===== src/rtl/li_expander.sv =====
// Expands a 32-bit constant load into an RV32I LUI/ADDI pair, one instruction per handshake.
// The single-instruction forms are chosen at accept time, so each emit state only walks forward.
module li_expander #(
    parameter bit ZERO_OPT = 1'b1
) (
    input  logic        clk,
    input  logic        rst_n,
    input  logic        in_valid,
    output logic        in_ready,
    input  logic [31:0] in_const,
    input  logic [4:0]  in_rd,
    output logic        out_valid,
    input  logic        out_ready,
    output logic [31:0] out_instr,
    output logic        out_last
);

    localparam logic [1:0] S_IDLE      = 2'd0;
    localparam logic [1:0] S_EMIT_LUI  = 2'd1;
    localparam logic [1:0] S_EMIT_ADDI = 2'd2;

    localparam logic [6:0] OP_LUI  = 7'b0110111;
    localparam logic [6:0] OP_ADDI = 7'b0010011;
    localparam logic [31:0] NOP    = 32'h0000_0013;

    logic [1:0]  r_state;
    logic [11:0] r_lo12;
    logic [4:0]  r_rd;
    logic [31:0] r_instr;
    logic        r_last;

    logic [19:0] w_hi20;
    logic [11:0] w_lo12;
    logic        w_accept;
    logic        w_emit_done;

    // Adding 0x800 only ever carries into bit 12 when bit 11 is set; the 20-bit add drops bit 32.
    assign w_hi20      = in_const[31:12] + {19'd0, in_const[11]};
    assign w_lo12      = in_const[11:0];
    assign in_ready    = (r_state == S_IDLE);
    assign out_valid   = (r_state != S_IDLE);
    assign out_instr   = r_instr;
    assign out_last    = r_last;
    assign w_accept    = in_valid && in_ready;
    assign w_emit_done = out_valid && out_ready;

    always_ff @(posedge clk or negedge rst_n) begin
        if (!rst_n) begin
            r_state <= S_IDLE;
            r_lo12  <= 12'd0;
            r_rd    <= 5'd0;
            r_instr <= 32'd0;
            r_last  <= 1'b0;
        end else begin
            case (r_state)
                S_IDLE: begin
                    if (w_accept) begin
                        r_lo12 <= w_lo12;
                        r_rd   <= in_rd;
                        if (in_rd == 5'd0) begin
                            r_state <= S_EMIT_ADDI;
                            r_instr <= NOP;
                            r_last  <= 1'b1;
                        end else if (ZERO_OPT && (w_hi20 == 20'd0)) begin
                            r_state <= S_EMIT_ADDI;
                            r_instr <= {w_lo12, 5'd0, 3'b000, in_rd, OP_ADDI};
                            r_last  <= 1'b1;
                        end else if (ZERO_OPT && (w_lo12 == 12'd0)) begin
                            r_state <= S_EMIT_LUI;
                            r_instr <= {w_hi20, in_rd, OP_LUI};
                            r_last  <= 1'b1;
                        end else begin
                            r_state <= S_EMIT_LUI;
                            r_instr <= {w_hi20, in_rd, OP_LUI};
                            r_last  <= 1'b0;
                        end
                    end
                end
                S_EMIT_LUI, S_EMIT_ADDI: begin
                    if (w_emit_done) begin
                        if (r_last) begin
                            r_state <= S_IDLE;
                            r_instr <= 32'd0;
                            r_last  <= 1'b0;
                        end else begin
                            r_state <= S_EMIT_ADDI;
                            r_instr <= {r_lo12, r_rd, 3'b000, r_rd, OP_ADDI};
                            r_last  <= 1'b1;
                        end
                    end
                end
                default: begin
                    r_state <= S_IDLE;
                    r_instr <= 32'd0;
                    r_last  <= 1'b0;
                end
            endcase
        end
    end

endmodule

===== config.mk =====
export PLATFORM = sky130hd
export DESIGN_NAME = li_expander
export DESIGN_NICKNAME = d
export VERILOG_FILES = /design/src/rtl/li_expander.sv
export SDC_FILE = /design/constraint.sdc
export NUM_CORES = 1
export LEC_CHECK = 0
export ABC_AREA = 1
export CAP_MARGIN = 20
export CORE_MARGIN = 3
export CORE_UTILIZATION = 45
export CTS_CLUSTER_DIAMETER = 50
export DETAILED_ROUTE_END_ITERATION = 12
export PLACE_DENSITY = 0.84
export SLEW_MARGIN = 20
export SYNTH_ARGS = -nofsm -noshare
export SYNTH_HDL_FRONTEND = slang
export SYNTH_SLANG_ARGS = --single-unit

===== constraint.sdc =====
create_clock -name clk -period 2.55 [get_ports clk]
set_input_delay 0.51 -clock clk [delete_from_list [all_inputs] [get_ports clk]]
set_output_delay 0.51 -clock clk [all_outputs]
set_load 0.02 [all_outputs]

**Drive-strength map**

(3 px per µm)
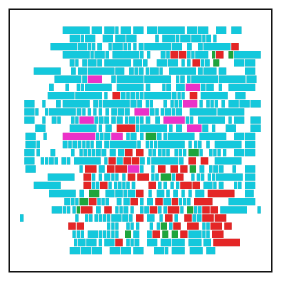
- _2 cells: green (cells 15)
- _3 and _4 cells: red (cells 59; most used buf_4)
- _0 and _1 cells: cyan (cells 443; most used nand2_1)
- _6 and larger: magenta (cells 10; most used clkbuf_8)

**M3 wires**

(4 px per µm) Cells faint in the background.
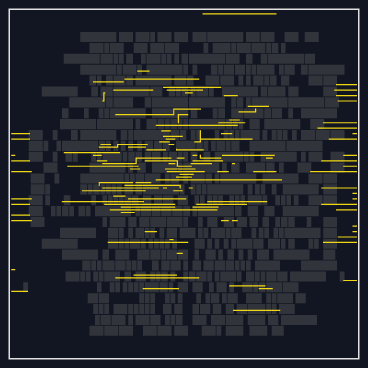
- share of all routed wire: 9.3%
- main direction: horizontal
- longest straight run: 31.3 µm

==> summary.rpt <==
==== FLOW RESULTS ====
----------------------------------------------------
[Status]
  Status ........................ completed

[Critical path]
  Depth of the worst register-to-register path ........................ 10
  Setup crit start kind ........................ primary input
  Crit. End Element ........................ flip-flop
  CP delay by family, top ........................ simple AND/OR/NAND/NOR gates
  Arrival time worst endpoint ........................ 2.60 ns
  Crit Path Max Fanout ........................ 7
  Endpoint of the most critical setup path ........................ out_instr[29]$_DFFE_PN0P_
  Worst reg2reg path startpoint ........................ r_state[0]$_DFFE_PN0P_
  Sequence of cells on the critical path ........................ dlygate4sd2_1 -> ha_4 -> ha_4 -> nand3_4 -> nor2_4 -> buf_4 -> nand3b_1 -> nand2_1 -> nor2_1 -> nand2_1 -> nor2_4 -> nand3_2 -> nand2_1 -> nand3_1 -> nand2_1 -> nand2_1 -> nand2_1
  Reg-to-Reg End ........................ out_instr[12]$_DFFE_PN0P_
  Startpoint of the worst setup timing path ........................ in_const[11]
  Buffer-and-inverter tally for the worst setup path ........................ 2
  Cell repeated most along the worst path ........................ sky130_fd_sc_hd__nand2_1
  Setup slack of the most critical reg-to-reg path ........................ 0.39 ns

[CTS]
  Clock Sink Count ........................ 46
  Clock root buffer ........................ sky130_fd_sc_hd__clkbuf_8
  Clk pin slew, worst setup/hold paths ........................ 0.08 ns
  Insertion delay at the late pin of the worst-skew pair ........................ 0.29 ns
  Clock tree from TritonCTS ........................ built
  Maximum level of the CTS H-tree ........................ 2

[Global route]
  Vias in the first global route ........................ 3094
  Antenna violations before repair ........................ 0
  Routing usage on met3 ........................ 2.933%
  First-pass GRT wire length ........................ 14190 µm
  Most congested layer reported by global routing ........................ met2
  Total grt overflow ........................ 0

[Yosys]
  Commonest register cell after synthesis ........................ sky130_fd_sc_hd__dfrtp_1
  Portion of synthesized cell area occupied by the leading cell type ........................ 38.98%
  Netlist area before placement ........................ 0.002953 mm²
  Yosys warning count ........................ 0
  Area figure in the yosys stat output ........................ 0.002953 mm²
  Top cells by area, synth ........................ sky130_fd_sc_hd__dfrtp_1, sky130_fd_sc_hd__nand2_1, sky130_fd_sc_hd__inv_1, sky130_fd_sc_hd__nand3_1, sky130_fd_sc_hd__nand4_1
  Cell taking the most area after synthesis ........................ sky130_fd_sc_hd__dfrtp_1
  Async SR Flop Fraction ........................ 100.0%
  Netlist cell types ........................ 34
  Commonest cells in the synthesized netlist ........................ sky130_fd_sc_hd__nand2_1, sky130_fd_sc_hd__dfrtp_1, sky130_fd_sc_hd__inv_1, sky130_fd_sc_hd__nand3_1, sky130_fd_sc_hd__o21ai_0

[Placed design]
  Routability congestion estimate ........................ 0.9190
  Total placed cells including tap cells ........................ 593

[Detailed routing]
  Remaining routing DRC violations ........................ 0
  Vias after detailed routing ........................ 3313

[Layout]
  Number of fill cells in the layout ........................ 488
  Final core occ ........................ 69.02%
  Share of cells above drive strength 1 ........................ 15.94%

[Floorplanning]
  Number of cell rows ........................ 28
  Effective utilization at floorplan ........................ 48.16%

[Final timing]
  Final worst path period need ........................ 2.365 ns
  Slew Limit Headroom ........................ 61.28%
  Worst-case hold slack ........................ 0.2860 ns
  Post-layout period usage of the worst path ........................ 92.74%
  Layout Skew ........................ 0.002381 ns
  Final total negative setup slack ........................ 0 ns

[Power]
  Total design power ........................ 4.061 mW
  Power density over the cells ........................ 959.6 mW/mm²

[Flow run]
  Max cap viols ........................ 0

----------------------------------------------------
[registers in the layout, indices dropped and copies added, names as in the netlist]
signal / flops
r_rd: 5
out_last: 1
r_lo12: 12
out_instr: 26
r_state: 2
[layout by cell type (no fill, tap or decap), types with 3 or more instances in the layout]
cell	Yosys	layout
sky130_fd_sc_hd__clkbuf_8	0	6
sky130_fd_sc_hd__nand3_1	31	31
sky130_fd_sc_hd__o21bai_1	3	3
sky130_fd_sc_hd__nand2_2	3	3
sky130_fd_sc_hd__nor2_1	20	18
sky130_fd_sc_hd__buf_4	6	43
sky130_fd_sc_hd__nand4_1	23	23
sky130_fd_sc_hd__o311ai_1	3	3
sky130_fd_sc_hd__nand2_1	154	153
sky130_fd_sc_hd__nor2_4	6	9
sky130_fd_sc_hd__o21ai_0	25	25
sky130_fd_sc_hd__dlymetal6s2s_1	0	6
sky130_fd_sc_hd__dfrtp_1	46	46
sky130_fd_sc_hd__nand3b_1	4	4
sky130_fd_sc_hd__nand3_2	4	4
sky130_fd_sc_hd__clkdlybuf4s50_1	0	64
sky130_fd_sc_hd__inv_1	45	45
sky130_fd_sc_hd__nor2_2	5	4
[worst min path at each step]
stage / start / end / slack, ns / cells after the start
global route: rst_n / out_instr[30]$_DFFE_PN0P_ / 0.33 / 2
detailed placement: out_instr[20]$_DFFE_PN0P_ / out_instr[20]$_DFFE_PN0P_ / 0.47 / 2
finish: rst_n / r_state[0]$_DFFE_PN0P_ / 0.29 / 2
CTS: rst_n / out_instr[30]$_DFFE_PN0P_ / 0.32 / 2
floorplan: rst_n / out_instr[10]$_DFFE_PN0P_ / 0.21 / 0
global placement: out_instr[26]$_DFFE_PN0P_ / out_instr[26]$_DFFE_PN0P_ / 0.46 / 2
[area by class of cell]
type | count | area (µm²) | area share, %
multi-input combinational | 305 | 1580 | 37.34
sequential | 46 | 1151 | 27.20
timing repair buffer | 119 | 1104 | 26.08
inverter | 50 | 190.2 | 4.494
tap | 75 | 93.84 | 2.218
clock buffer | 6 | 82.58 | 1.952
clock inverter | 1 | 30.03 | 0.7096
[timing repair]
action                                  in CTS  in global routing
endpoints found under the hold margin        0                  0
gates resized                               13                 10
setup buffers                                1                  0
endpoints found under the setup margin      21                 24
cloned                                       1                  0
pin swaps                                    4                  5
[power breakdown]
part,switching [mW],internal [mW]
Combinational,1.36,0.885
Sequential,0.202,1.06
Clock,0.237,0.314
[cell families after synthesis]
family | after synthesis | share of synthesized area [%]
adder cells (fa/ha/maj) | 4 | 1.695
other | 1 | 0.1270
flip-flops | 46 | 38.98
XOR/XNOR | 3 | 0.8900
buffers and inverters | 69 | 10.00
AND-OR/OR-AND | 41 | 8.390
AND/OR/NAND/NOR | 254 | 39.92
[per-layer routing]
layer | up-vias | share of wire [%]
met5 | - | 0
met4 | 0 | 2.0
met3 | 18 | 9.3
met2 | 192 | 48
met1 | 1539 | 40
li1 | 1564 | -
Power is estimated from default activity; no workload was simulated.
